--- config.mk ---
export PLATFORM = sky130hd
export DESIGN_NAME = instruction_controller
export DESIGN_NICKNAME = d
export VERILOG_FILES = /design/src/rtl/controller_pkg.sv /design/src/rtl/instr_decoder.sv /design/src/rtl/instruction_controller.sv
export SDC_FILE = /design/constraint.sdc
export NUM_CORES = 1
export LEC_CHECK = 0
export CAP_MARGIN = 20
export CORE_AREA = 2 2 50 87
export CTS_CLUSTER_SIZE = 12
export DETAILED_ROUTE_END_ITERATION = 8
export DIE_AREA = 0 0 52 89
export PLACE_DENSITY = 0.74
export SLEW_MARGIN = 20
export SYNTH_ARGS = -nofsm -noshare
export SYNTH_HDL_FRONTEND = slang
export SYNTH_SLANG_ARGS = --single-unit
--- constraint.sdc ---
create_clock -name clk -period 1.2 [get_ports clk]
set_input_delay 0.18 -clock clk [delete_from_list [all_inputs] [get_ports clk]]
set_output_delay 0.18 -clock clk [all_outputs]
set_load 0.005 [all_outputs]
--- src/rtl/controller_pkg.sv ---
// Shared encodings for the instruction controller: FSM states, instruction classes,
// opcode/op/vsel constants and IR field positions. CTRL_HALT_EN adds the HALT state.
package controller_pkg;

  localparam int OPC_HI = 15;
  localparam int OPC_LO = 13;
  localparam int OP_HI  = 12;
  localparam int OP_LO  = 11;
  localparam int RN_HI  = 10;
  localparam int RN_LO  = 8;
  localparam int RD_HI  = 7;
  localparam int RD_LO  = 5;
  localparam int SH_HI  = 4;
  localparam int SH_LO  = 3;
  localparam int RM_HI  = 2;
  localparam int RM_LO  = 0;

  localparam logic [2:0] OPC_MOV  = 3'b110;
  localparam logic [2:0] OPC_ALU  = 3'b101;
  localparam logic [2:0] OPC_HALT = 3'b111;

  localparam logic [1:0] OP_MOV_REG = 2'b00;
  localparam logic [1:0] OP_MOV_IMM = 2'b10;
  localparam logic [1:0] OP_ADD     = 2'b00;
  localparam logic [1:0] OP_CMP     = 2'b01;
  localparam logic [1:0] OP_AND     = 2'b10;
  localparam logic [1:0] OP_MVN     = 2'b11;

  localparam logic [1:0] VSEL_C     = 2'b00;
  localparam logic [1:0] VSEL_MDATA = 2'b01;
  localparam logic [1:0] VSEL_IMM8  = 2'b10;
  localparam logic [1:0] VSEL_PC    = 2'b11;

  localparam logic [1:0] ALUOP_PASS = 2'b00;

`ifdef CTRL_HALT_EN
  typedef enum logic [2:0] {
    ST_WAIT, ST_DECODE, ST_GET_A, ST_GET_B, ST_OPERATE, ST_WRITE_REG, ST_WRITE_IMM, ST_HALT
  } state_t;
`else
  typedef enum logic [2:0] {
    ST_WAIT, ST_DECODE, ST_GET_A, ST_GET_B, ST_OPERATE, ST_WRITE_REG, ST_WRITE_IMM
  } state_t;
`endif

  typedef enum logic [2:0] {
    CLS_ILLEGAL, CLS_MOV_IMM, CLS_MOV_REG, CLS_ADD, CLS_CMP, CLS_AND, CLS_MVN, CLS_HALT
  } instr_class_t;

endpackage

--- src/rtl/instr_decoder.sv ---
// Combinational IR decode: instruction class, register indices, shift/op fields and
// sign-extended immediates. Opcode 111 decodes as HALT only when CTRL_HALT_EN is defined.
module instr_decoder
  import controller_pkg::*;
#(
  parameter int width = 16
) (
  input  logic [width-1:0] ir,
  output instr_class_t     cls,
  output logic [2:0]       rn,
  output logic [2:0]       rd,
  output logic [2:0]       rm,
  output logic [1:0]       op,
  output logic [1:0]       sh,
  output logic [width-1:0] sximm5,
  output logic [width-1:0] sximm8
);

  logic [2:0] opcode;

  assign opcode = ir[OPC_HI:OPC_LO];
  assign op     = ir[OP_HI:OP_LO];
  assign rn     = ir[RN_HI:RN_LO];
  assign rd     = ir[RD_HI:RD_LO];
  assign sh     = ir[SH_HI:SH_LO];
  assign rm     = ir[RM_HI:RM_LO];

  assign sximm5 = {{(width-5){ir[4]}}, ir[4:0]};
  assign sximm8 = {{(width-8){ir[7]}}, ir[7:0]};

  always_comb begin
    cls = CLS_ILLEGAL;
    case (opcode)
      OPC_MOV: begin
        if (op == OP_MOV_IMM)      cls = CLS_MOV_IMM;
        else if (op == OP_MOV_REG) cls = CLS_MOV_REG;
      end
      OPC_ALU: begin
        case (op)
          OP_ADD:  cls = CLS_ADD;
          OP_CMP:  cls = CLS_CMP;
          OP_AND:  cls = CLS_AND;
          default: cls = CLS_MVN;
        endcase
      end
`ifdef CTRL_HALT_EN
      OPC_HALT: cls = CLS_HALT;
`endif
      default: cls = CLS_ILLEGAL;
    endcase
  end

endmodule

--- src/rtl/instruction_controller.sv ---
// Multi-cycle Moore controller: IR, state register and per-state datapath strobes.
// Optional CTRL_HALT_EN makes opcode 111 park the controller in HALT until reset.
//
//   state      | meaning
//   -----------+-----------------------------------------------
//   WAIT       | idle, w=1; load captures IR, s launches
//   DECODE     | classify IR, pick first datapath phase
//   GET_A      | read Rn into A
//   GET_B      | read Rm into B
//   OPERATE    | shift/ALU into C (and status for CMP)
//   WRITE_REG  | write C back to Rd
//   WRITE_IMM  | write sximm8 to Rn
//   HALT       | stopped, only reset leaves (CTRL_HALT_EN)
module instruction_controller
  import controller_pkg::*;
#(
  parameter int width = 16
) (
  input  logic             clk,
  input  logic             reset,
  input  logic [width-1:0] in,
  input  logic             load,
  input  logic             s,
  output logic             w,
  output logic [2:0]       readnum,
  output logic [2:0]       writenum,
  output logic             loada,
  output logic             loadb,
  output logic             asel,
  output logic             bsel,
  output logic             loadc,
  output logic             loads,
  output logic             write,
  output logic [1:0]       vsel,
  output logic [1:0]       shift,
  output logic [1:0]       ALUop,
  output logic [width-1:0] sximm5,
  output logic [width-1:0] sximm8
);

  state_t           state;
  state_t           state_next;
  logic [width-1:0] ir;

  instr_class_t cls;
  logic [2:0]   rn;
  logic [2:0]   rd;
  logic [2:0]   rm;
  logic [1:0]   op;
  logic [1:0]   sh;

  instr_decoder #(.width(width)) u_decoder (
    .ir     (ir),
    .cls    (cls),
    .rn     (rn),
    .rd     (rd),
    .rm     (rm),
    .op     (op),
    .sh     (sh),
    .sximm5 (sximm5),
    .sximm8 (sximm8)
  );

  // IR only changes in WAIT, so it is stable for the whole instruction.
  always_ff @(posedge clk) begin
    if (reset) begin
      state <= ST_WAIT;
      ir    <= '0;
    end else begin
      state <= state_next;
      if (state == ST_WAIT && load) ir <= in;
    end
  end

  always_comb begin
    state_next = state;
    w          = 1'b0;
    readnum    = 3'd0;
    writenum   = 3'd0;
    loada      = 1'b0;
    loadb      = 1'b0;
    asel       = 1'b0;
    bsel       = 1'b0;
    loadc      = 1'b0;
    loads      = 1'b0;
    write      = 1'b0;
    vsel       = VSEL_C;
    shift      = 2'b00;
    ALUop      = ALUOP_PASS;

    case (state)
      ST_WAIT: begin
        w = 1'b1;
        if (s) state_next = ST_DECODE;
      end
      ST_DECODE: begin
        case (cls)
          CLS_MOV_IMM:                state_next = ST_WRITE_IMM;
          CLS_MOV_REG, CLS_MVN:       state_next = ST_GET_B;
          CLS_ADD, CLS_CMP, CLS_AND:  state_next = ST_GET_A;
`ifdef CTRL_HALT_EN
          CLS_HALT:                   state_next = ST_HALT;
`endif
          default:                    state_next = ST_WAIT;
        endcase
      end
      ST_GET_A: begin
        readnum    = rn;
        loada      = 1'b1;
        state_next = ST_GET_B;
      end
      ST_GET_B: begin
        readnum    = rm;
        loadb      = 1'b1;
        state_next = ST_OPERATE;
      end
      ST_OPERATE: begin
        // MOV reg and MVN force A to zero so the ALU passes (or inverts) shifted B.
        shift      = sh;
        loadc      = 1'b1;
        ALUop      = (cls == CLS_MOV_REG) ? ALUOP_PASS : op;
        asel       = (cls == CLS_MOV_REG) || (cls == CLS_MVN);
        loads      = (cls == CLS_CMP);
        state_next = (cls == CLS_CMP) ? ST_WAIT : ST_WRITE_REG;
      end
      ST_WRITE_REG: begin
        writenum   = rd;
        vsel       = VSEL_C;
        write      = 1'b1;
        state_next = ST_WAIT;
      end
      ST_WRITE_IMM: begin
        writenum   = rn;
        vsel       = VSEL_IMM8;
        write      = 1'b1;
        state_next = ST_WAIT;
      end
`ifdef CTRL_HALT_EN
      ST_HALT: state_next = ST_HALT;
`endif
      default: state_next = ST_WAIT;
    endcase
  end

endmodule

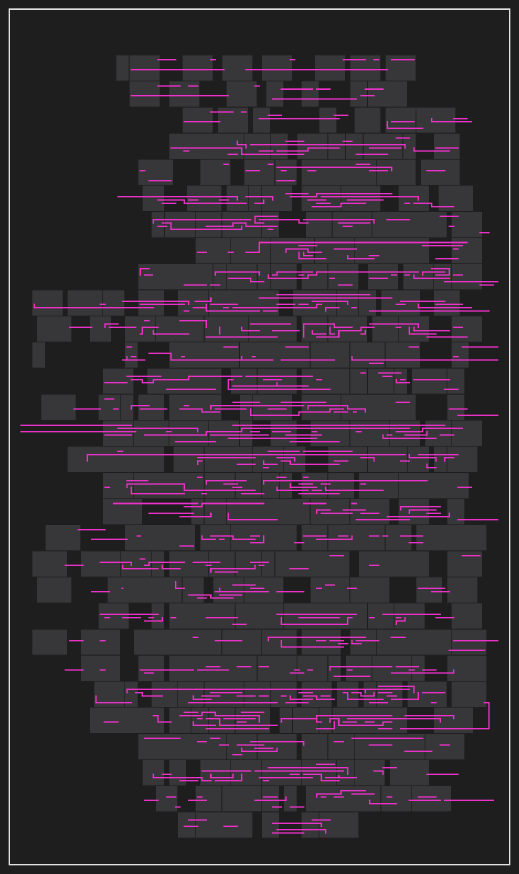
Run 1: met1 routing
main direction	horizontal
longest straight run	33.1 um
wire length on this layer	1680 um
nets with wire on the layer	262
share of all routed wire	34%
Via Count: 1506
WL final: 4.915 mm
M1 GR Usage: 0.2094

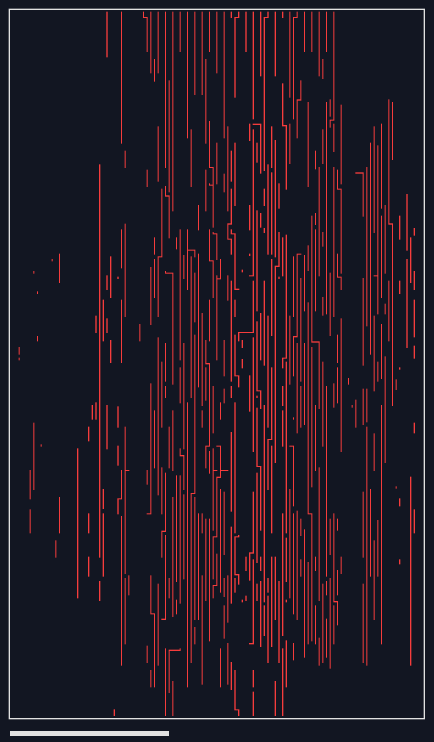
Run 1: metal 2
Scale bar: 20 um.
wire length on this layer	2800 um
longest straight run	49.3 um
share of all routed wire	57%

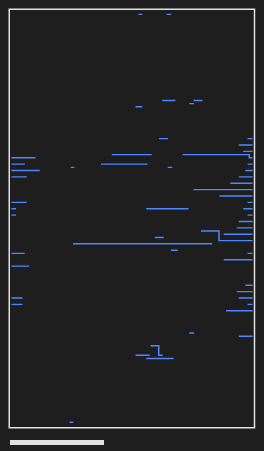
Run 1: signal wires on met3
Scale bar: 20 um.
share of all routed wire	4.3%
longest straight run	29.4 um
wire length on this layer	211 um
main direction	horizontal
grt met3 use: 0.02174

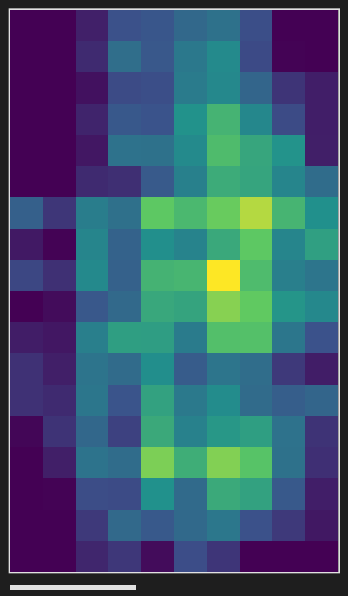
Run 1: wiring heat map
Scale bar: 20 um. The die is cut into 10 by 18 equal tiles; dark purple is low, yellow is high, scaled to the fullest tile. Values are wire area over tile area, all layers added.
fullest tile	0.54
mean over tiles	0.17
emptiest ninth of the die	north-west
nearly empty tiles	16%
tiles over half the peak	22%
GRT Total Usage: 0.1937
post-DR wirelength/cell: 15.50 um

run 1: final cells by class:
type	instances	area share
clock buffers	4	0.01667
inverters	4	0.007411
multi-input cells	110	0.3705
flip-flops and latches	19	0.1487
well taps	48	0.02223
repair buffers	132	0.4345
run 1: state kept, by name, summed over array words and instances (netlist names):
| signal | count |
|---|---|
| ir | 16 |
| state | 3 |
run 1: worst max-delay path, cell delays in order (launching register included):
cell     delay (ns)
dfxtp_2        0.37
and2b_2        0.25
and2b_2        0.24
buf_6          0.13
a22o_1         0.21
buf_2          0.13
run 1: placed cells by master (no fill, tap or decap), types with 2 or more instances in the layout:
cell type,netlist,routed
clkdlybuf4s50_1,0,19
inv_2,0,2
buf_6,2,30
nor3b_4,0,2
a21oi_2,10,20
and2_4,0,3
nor2b_4,0,2
buf_4,34,35
nor2b_1,6,3
and3_4,0,2
dfxtp_1,19,6
nor3_4,1,2
dfxtp_4,0,2
conb_1,1,2
buf_2,2,13
dfxtp_2,0,11
buf_12,0,2
and2_1,5,2
inv_4,0,2
a22o_1,3,3
nor2_1,8,4
nand2_1,36,16
clkbuf_2,0,8
nand2_4,0,12
a22oi_2,0,3
nor2_4,0,4
clkbuf_8,0,3
dlygate4sd2_1,0,24
and2b_2,0,2
ha_4,0,3
nand2_2,0,7
run 1: repair_timing:
action	in CTS	in global routing
pin swaps	22	27
buffers inserted	28	12
setup endpoints to repair	69	45
gates cloned	2	0
endpoints found under the hold margin	0	0
resized	171	69
run 1: routing by layer:
layer	global-route usage	wire (um)	share of wire	vias up
met5	0	0	0	-
met4	0.1029	224	0.046	0
met3	0.02174	210	0.043	14
met2	0.3567	2796	0.57	64
met1	0.2094	1683	0.34	700
li1	-	-	-	728
==> results.ini, run 1 <==
[run_status]
status = finished, violations left
violations = negative setup slack

[die]
core_area_um2 = 3866
rows = 30
die_area_um2 = 4628
initCoreUtil = 0.3463
io-pin-count = 72
die_h_um = 89

[worst_hold_path]
min_from = in[6]
min_to = ir[6]$_SDFFE_PP0P_
whs_path_depth = 3
hp-class = input port to flop

[synthesis]
synthTopCellsByCount = nand2_1, buf_4, dfxtp_1
edf_count = 0
ys_sh_aoi = 0.1794
synthTopLogicFamily = simple AND/OR/NAND/NOR gates
yosys.area_share.simple = 0.2598
synth_cells = 174
numSynthFlops = 19
top_cell = nand2_1
yosys.area.top_type = dfxtp_1
synth_cell_types = 34
syn-cell-area_um2 = 1339
synth_area_per_cell_um2 = 7.694
yosys_area_um2 = 1339
ff_type = dfxtp_1
yosysCellCount = 174
ys_sh_mux = 0
synthAdderAreaFrac = 0.02804
yosys.stat.seqShare = 0.2841
top_cell_area_share = 0.2841
yosys-top-cells-area = dfxtp_1, buf_4, nand2_1
ys_warn_count = 0
xor_share = 0
synthArstFlopShare = 0

[power_and_ir_drop]
seq_power_w = 0.000701
swShare = 0.3021
net-switching-power_w = 0.0005767
seq_power_share = 0.367
clkPwrFrac = 0.238
peakVddDrop_mv = 0.7410
p_per_area_nw_per_um2 = 706.8
p_leak_nw = 1.286
power-top-group = combinational logic
power_w = 0.001909
p_clk_w = 0.000455
internal_power_w = 0.001333
p_comb_w = 0.000754

[setup_path]
worst_r2r_endpoint = ir[1]$_SDFFE_PP0P_
reg2regPathDepth = 9
start_kind = flop
startpoint = state[0]$_SDFFE_PP0P_
r2r_setup_slack_ns = -0.38
cp.required_ns = 1.02
crit_path_end_kind = primary output
crit_type = flop to primary output
crit_end = readnum[0]
critical_path_peak_fanout = 3
crit_arrival_ns = 1.57
worstReg2RegStart = state[0]$_SDFFE_PP0P_

[global_route]
antenna_found_initial = 0
overflow = 0
grt_max_degree = 17
grt_pass1_wl_mm = 6.810

[final_timing]
final_hold_viol_count = 0
setup_tns_ns = -13.38
fin_ws_ns = -0.5542
rsz0062_at_grt = yes
fmax_mhz = 570.1
setup_viol = 37
period_used_share = 1.462
slew_viol_final = 0
fin_skew_ns = 0.002083
fin_crit_ns = 1.754
holdWs_ns = 0.4801

[cts]
clk_latency_ns = 0.25
cts_tree = done
clk_pin_slew_ns = 0.07
cts_sinks = 19
cts.htree.levels = 1
hold_buffers = 0
tritoncts.num_buffers = 3
root_buffer = clkbuf_8
clock_path_buffers = 2

[route]
avgViaCountPerCell = 4.751
dr.pass1.iters = 4
drt_iter0_drc = 20
postRouteAntennaNets = 0
drc = 0

[cells_and_area]
fillers = 272
final-comb-area_um2 = 1001
antennaDiodeCount = 0
regArea_um2 = 401.6
nNetsFinal = 293
fin_cells = 317
layout-area-overhead-vs-synth_pct = 101.8
finalInstanceArea_um2 = 2701
fin_util = 0.6987
drive_gt1_frac = 0.6691

[place]
portBuffers = 69
dp.cells = 284
placed_cell_area_um2 = 2122
post-dp-hpwl_mm = 2.736
dp_slack_ns = -0.4846
gp_congestion = 0.8097

Run 1, clock wiring as the flow saved it:
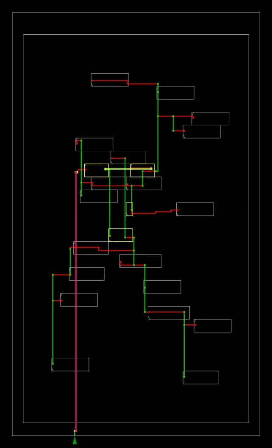

## Run 2: what changed since run 1
--- a/config.mk
+++ b/config.mk
@@ -10,7 +10,7 @@
 export CTS_CLUSTER_SIZE = 12
 export DETAILED_ROUTE_END_ITERATION = 8
 export DIE_AREA = 0 0 52 89
-export PLACE_DENSITY = 0.74
+export PLACE_DENSITY_LB_ADDON = 0.15
 export SLEW_MARGIN = 20
 export SYNTH_ARGS = -nofsm -noshare
 export SYNTH_HDL_FRONTEND = slang
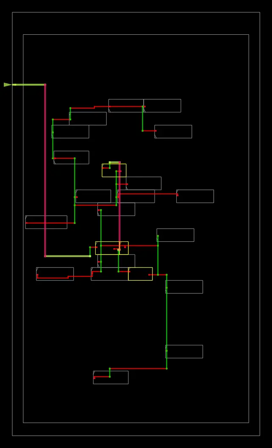
Run 2: clock wiring as the flow saved it
Setup Skew: 0.002979 ns
number of sequential cells: 19

==> results.ini, run 2 <==
[global_route]
grt_pass1_wl_mm = 6.913
grt_max_degree = 18
grt_use_total = 0.1992
overflow = 0
grt_pass1_vias = 1521
antenna_found_initial = 0

[worst_hold_path]
min_to = ir[3]$_SDFFE_PP0P_
whs_path_depth = 3
hp-class = input port to flop
min_from = in[3]

[power_and_ir_drop]
p_per_area_nw_per_um2 = 718.8
p_leak_nw = 1.234
power_w = 0.001907
peakVddDrop_mv = 0.6890

[setup_path]
reg2regPathDepth = 8
critical_path_peak_fanout = 4
worst_r2r_endpoint = state[1]$_SDFFE_PP0P_
crit_type = flop to primary output
r2r_setup_slack_ns = -0.28
start_kind = flop
worstReg2RegStart = ir[12]$_SDFFE_PP0P_
crit_arrival_ns = 1.42
cp.required_ns = 1.02
crit_path_end_kind = primary output

[synthesis]
synth_area_per_cell_um2 = 7.694
ff_type = dfxtp_1
synthArstFlopShare = 0
top_cell = nand2_1
numSynthFlops = 19
synth_cells = 174
syn-cell-area_um2 = 1339
yosys.area.top_type = dfxtp_1
ys_warn_count = 0
yosys.stat.seqShare = 0.2841
edf_count = 0
yosysCellCount = 174
yosys-top-cells-area = dfxtp_1, buf_4, nand2_1
yosys_area_um2 = 1339
synthTopCellsByCount = nand2_1, buf_4, dfxtp_1
synth_cell_types = 34
top_cell_area_share = 0.2841

[cells_and_area]
fin_cells = 308
drive_gt1_frac = 0.6462
layout-area-overhead-vs-synth_pct = 98.13
largest_reg_flops = 16
regMostFlops = ir
layout_top_cells = buf_4, buf_6, clkdlybuf4s50_1, a21oi_2, dlygate4sd2_1
fin_util = 0.6861
fillers = 312
antennaDiodeCount = 0
reg_top3 = ir (16), state (3)
lay_top_count = buf_4
nNetsFinal = 284
finalInstanceArea_um2 = 2653

[route]
postRouteAntennaNets = 0
drt_iter0_drc = 29
avgViaCountPerCell = 4.789
wl_per_cell_um = 14.94
dr.pass1.iters = 4
drc = 0

[place]
dp_slack_ns = -0.5435
gp_congestion = 0.9212
portBuffers = 69
dp.cells = 288
post-dp-hpwl_mm = 3.099
placed_cell_area_um2 = 2177

[cts]
post_cts_buffers = 20
cts_sinks = 19
cts.htree.levels = 1
clk_pin_slew_ns = 0.07
cts_resized = 183
tritoncts.num_buffers = 3
clk_latency_ns = 0.26
hold_buffers = 0
cts_tree = done
clock_path_buffers = 2
root_buffer = clkbuf_8

[run_status]
status = finished, violations left
violations = negative setup slack

[die]
io-pin-count = 72
rows = 30
initCoreUtil = 0.3463
core_area_um2 = 3866
die_area_um2 = 4628
die_h_um = 89

[final_timing]
fin_crit_ns = 1.604
slew_viol_final = 0
setup_tns_ns = -8.344
fin_ws_ns = -0.4035
period_used_share = 1.336
final_hold_viol_count = 0
holdWs_ns = 0.4760
rsz0062_at_grt = yes
fmax_mhz = 623.6
setup_viol = 37

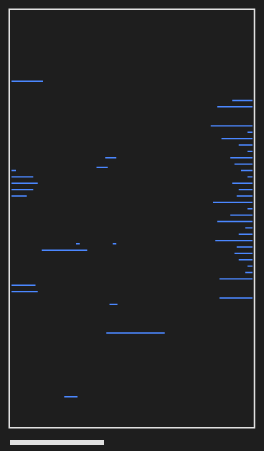
Run 2: signal wires on met3
Scale bar: 20 um.
share of all routed wire	3.7%
main direction	horizontal
longest straight run	12.2 um
nets with wire on the layer	40
grt met3 use: 0.02843
Via Count: 1475
WL final: 4.603 mm

## run 2: cell counts after synthesis
No cell type changed its count.
## run 2: per-layer routing
layer / GRT usage / vias to the layer above / routed length (um)
li1: - / 711 / -
met1: 0.1818 / 712 / 1531
met2: 0.3878 / 44 / 2777
met3: 0.02843 / 8 / 171
met4: 0.1316 / 0 / 122
met5: 0 / - / 0
## run 2: kinds of logic after synthesis
group           after synthesis  synth area share
simple gates                 71            0.2598
flops                        19            0.2841
other cells                   1          0.002801
compound gates               34            0.1794
fa+ha+maj                     3           0.02804
buf+inv                      46            0.2458
## run 2: area by class of cell
class	count	area, um2	share of cell area
multi-input combinational	111	997.2	0.3759
clock buffer	3	41.29	0.01557
clock inverter	1	5.005	0.001887
inverter	4	20.02	0.007547
tap	48	60.06	0.02264
sequential	19	400.4	0.1509
timing repair buffer	122	1129	0.4255
## run 2: worst max-delay path by stage
stage / startpoint / endpoint / cells after the start
finish: state[0]$_SDFFE_PP0P_ / readnum[1] / 4
global route: ir[12]$_SDFFE_PP0P_ / asel / 7
CTS: ir[12]$_SDFFE_PP0P_ / asel / 6
detailed placement: ir[12]$_SDFFE_PP0P_ / ALUop[1] / 6
global placement: ir[11]$_SDFFE_PP0P_ / asel / 6
floorplan: state[0]$_SDFFE_PP0P_ / readnum[0] / 4
## run 2: report_power, final
part | internal (W) | leakage (nW) | switching, W
logic | 0.000413 | 1.05 | 0.000328
registers | 0.000672 | 0.162 | 0.0000341
clock network | 0.000231 | 0.0255 | 0.000228
total | 0.00132 | 1.23 | 0.000590
## run 2: critical path, stage by stage, from the launching register on
cell and delay, ns:
dfxtp_2 0.35, and2b_2 0.25, and2b_2 0.23, a22o_1 0.21, buf_2 0.12
Run 2, metal 2:
Scale bar: 20 um.
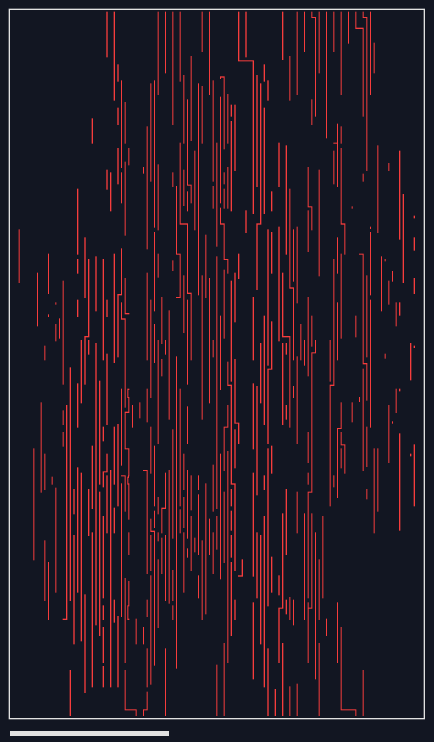

## Run 3: what changed since run 2
--- a/config.mk
+++ b/config.mk
@@ -11,6 +11,7 @@
 export DETAILED_ROUTE_END_ITERATION = 8
 export DIE_AREA = 0 0 52 89
 export PLACE_DENSITY_LB_ADDON = 0.15
+export SKIP_LAST_GASP = 1
 export SLEW_MARGIN = 20
 export SYNTH_ARGS = -nofsm -noshare
 export SYNTH_HDL_FRONTEND = slang
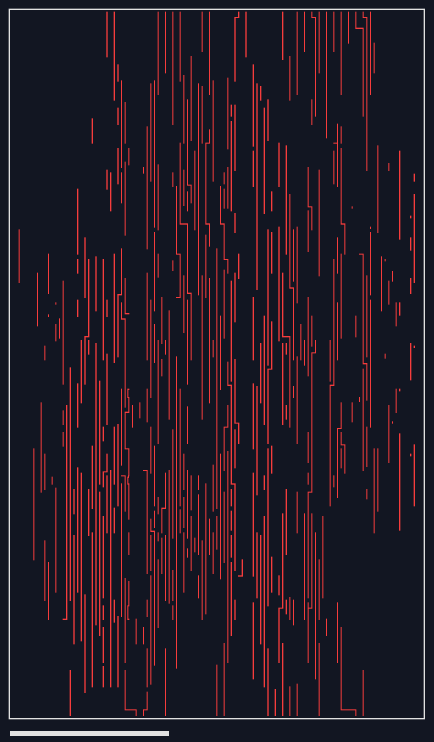
Run 3: metal 2
Scale bar: 20 um.
main direction	vertical
wire length on this layer	2740 um
share of all routed wire	60%
longest straight run	39.1 um

==> results.ini, run 3 <==
[cts]
root_buffer = clkbuf_8
clk_latency_ns = 0.26
cts_tree = done
cts.htree.levels = 1
clk_pin_slew_ns = 0.07
hold_buffers = 0
cts_sinks = 19
clock_path_buffers = 2
tritoncts.num_buffers = 3

[place]
dp.cells = 288
post-dp-hpwl_mm = 3.099
portBuffers = 69
gp_congestion = 0.9212
placed_cell_area_um2 = 2177
dp_slack_ns = -0.5435

[route]
drt_iter0_drc = 31
postRouteAntennaNets = 0
dr.pass1.iters = 4
avgViaCountPerCell = 4.773

[worst_hold_path]
whs_path_depth = 3
min_from = in[3]

[die]
io-pin-count = 72
initCoreUtil = 0.3463
die_area_um2 = 4628
rows = 30
die_h_um = 89
core_area_um2 = 3866

[final_timing]
fin_crit_ns = 1.603
setup_viol = 37
rsz0062_at_grt = yes
fmax_mhz = 623.8
final_hold_viol_count = 0
holdWs_ns = 0.4760
period_used_share = 1.336
fin_skew_ns = 0.002894
fin_ws_ns = -0.4032
setup_tns_ns = -8.348
slew_viol_final = 0

[cells_and_area]
regMostFlops = ir
layout_top_cells = buf_4, dlygate4sd2_1, buf_6, clkdlybuf4s50_1, a21oi_2
drive_gt1_frac = 0.6462
finalInstanceArea_um2 = 2644
fin_cells = 308
reg_top3 = ir (16), state (3)
nNetsFinal = 284
fillers = 311
lay_top_count = buf_4
layout-area-overhead-vs-synth_pct = 97.48
antennaDiodeCount = 0
fin_util = 0.6838
largest_reg_flops = 16

[synthesis]
synth_cell_types = 34
syn-cell-area_um2 = 1339
ys_warn_count = 0
yosys_area_um2 = 1339
synth_cells = 174
top_cell = nand2_1
synthTopCellsByCount = nand2_1, buf_4, dfxtp_1
synth_area_per_cell_um2 = 7.694
ff_type = dfxtp_1
edf_count = 0
yosys-top-cells-area = dfxtp_1, buf_4, nand2_1
numSynthFlops = 19
top_cell_area_share = 0.2841
yosysCellCount = 174
synthArstFlopShare = 0
yosys.stat.seqShare = 0.2841

[setup_path]
path_cells = and2b_2 > and2b_2 > a22o_1 > buf_2
start_kind = flop
r2r_setup_slack_ns = -0.28
crit_type = flop to primary output
crit_arrival_ns = 1.42
crit_buf_inv = 1
critPathSlowestCell = dfxtp_2
critPathMostFrequentCell = and2b_2
cpPeakStageDelay_ns = 0.35
reg2regPathDepth = 8
worst_r2r_endpoint = state[1]$_SDFFE_PP0P_
cp.required_ns = 1.02
critical_path_peak_fanout = 4
crit_family = simple AND/OR/NAND/NOR gates

[global_route]
overflow = 0
grt_pass1_vias = 1523
grt_max_degree = 18
antenna_found_initial = 0
grt_pass1_wl_mm = 6.913

[run_status]
status = finished, violations left
violations = negative setup slack

[power_and_ir_drop]
power_w = 0.001902
p_per_area_nw_per_um2 = 719.3
peakVddDrop_mv = 0.6890
p_leak_nw = 1.237

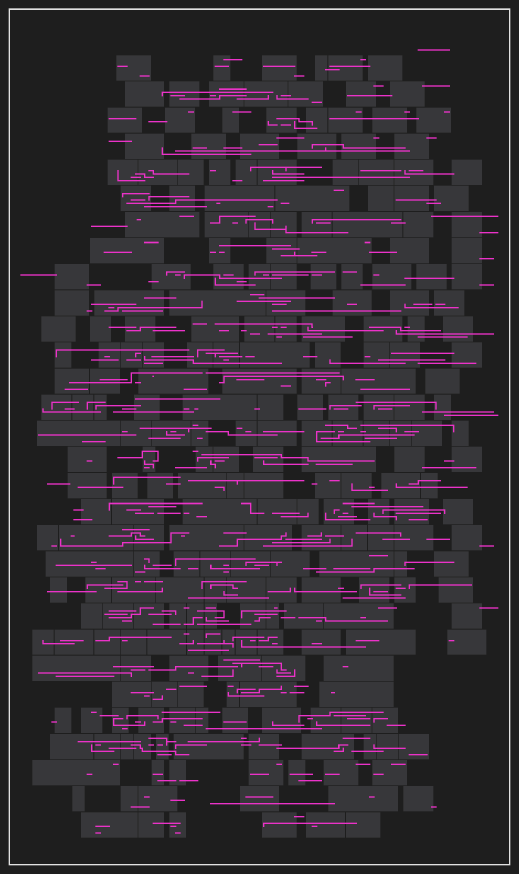
Run 3: met1 routing
share of all routed wire	34%
nets with wire on the layer	241
main direction	horizontal
longest straight run	24.4 um
WL final: 4.564 mm
M1 GR Usage: 0.1818
Via Count: 1470

run 3: cell counts after synthesis:
No cell type changed its count.
run 3: cell families after synthesis:
| group | share of synthesized area |
|---|---|
| compound gates | 0.1794 |
| buf+inv | 0.2458 |
| flops | 0.2841 |
| simple gates | 0.2598 |
| fa+ha+maj | 0.02804 |
| other cells | 0.002801 |
run 3: cell type report:
class / count / area (um2) / area share
clock buffers: 3 / 41.29 / 0.01562
clock inverters: 1 / 5.005 / 0.001893
inverters: 4 / 20.02 / 0.007572
multi-input cells: 111 / 992.2 / 0.3753
flip-flops and latches: 19 / 400.4 / 0.1514
well taps: 48 / 60.06 / 0.02272
repair buffers: 122 / 1125 / 0.4255
run 3: how the worst max path moves through the flow:
stage,start,endpoint,slack (ns),depth (start not counted)
finish,state[0]$_SDFFE_PP0P_,readnum[1],-0.40,4
CTS,ir[12]$_SDFFE_PP0P_,asel,-0.41,6
global route,ir[12]$_SDFFE_PP0P_,asel,-0.48,7
global placement,ir[11]$_SDFFE_PP0P_,asel,-0.46,6
floorplan,state[0]$_SDFFE_PP0P_,readnum[0],-0.07,4
detailed placement,ir[12]$_SDFFE_PP0P_,ALUop[1],-0.54,6
run 3: metal layers:
layer,vias to the layer above,global-route usage,routed length [um]
met3,8,0.02843,165
met1,707,0.1818,1532
met4,0,0.1316,122
met5,-,0,0
met2,44,0.3878,2744
li1,711,-,-
run 3: power by group:
part	switching [W]	internal [W]
combinational	0.000326	0.000411
sequential	0.0000340	0.000672
clock	0.000227	0.000231
total	0.000587	0.00131
run 3: timing repair:
item / in CTS / in global routing
buffers inserted: 20 / 2
setup endpoints to repair: 69 / 48
cloned: 2 / 0
pin swaps: 51 / 22
resized: 183 / 39
Power is estimated from default activity; no workload was simulated.
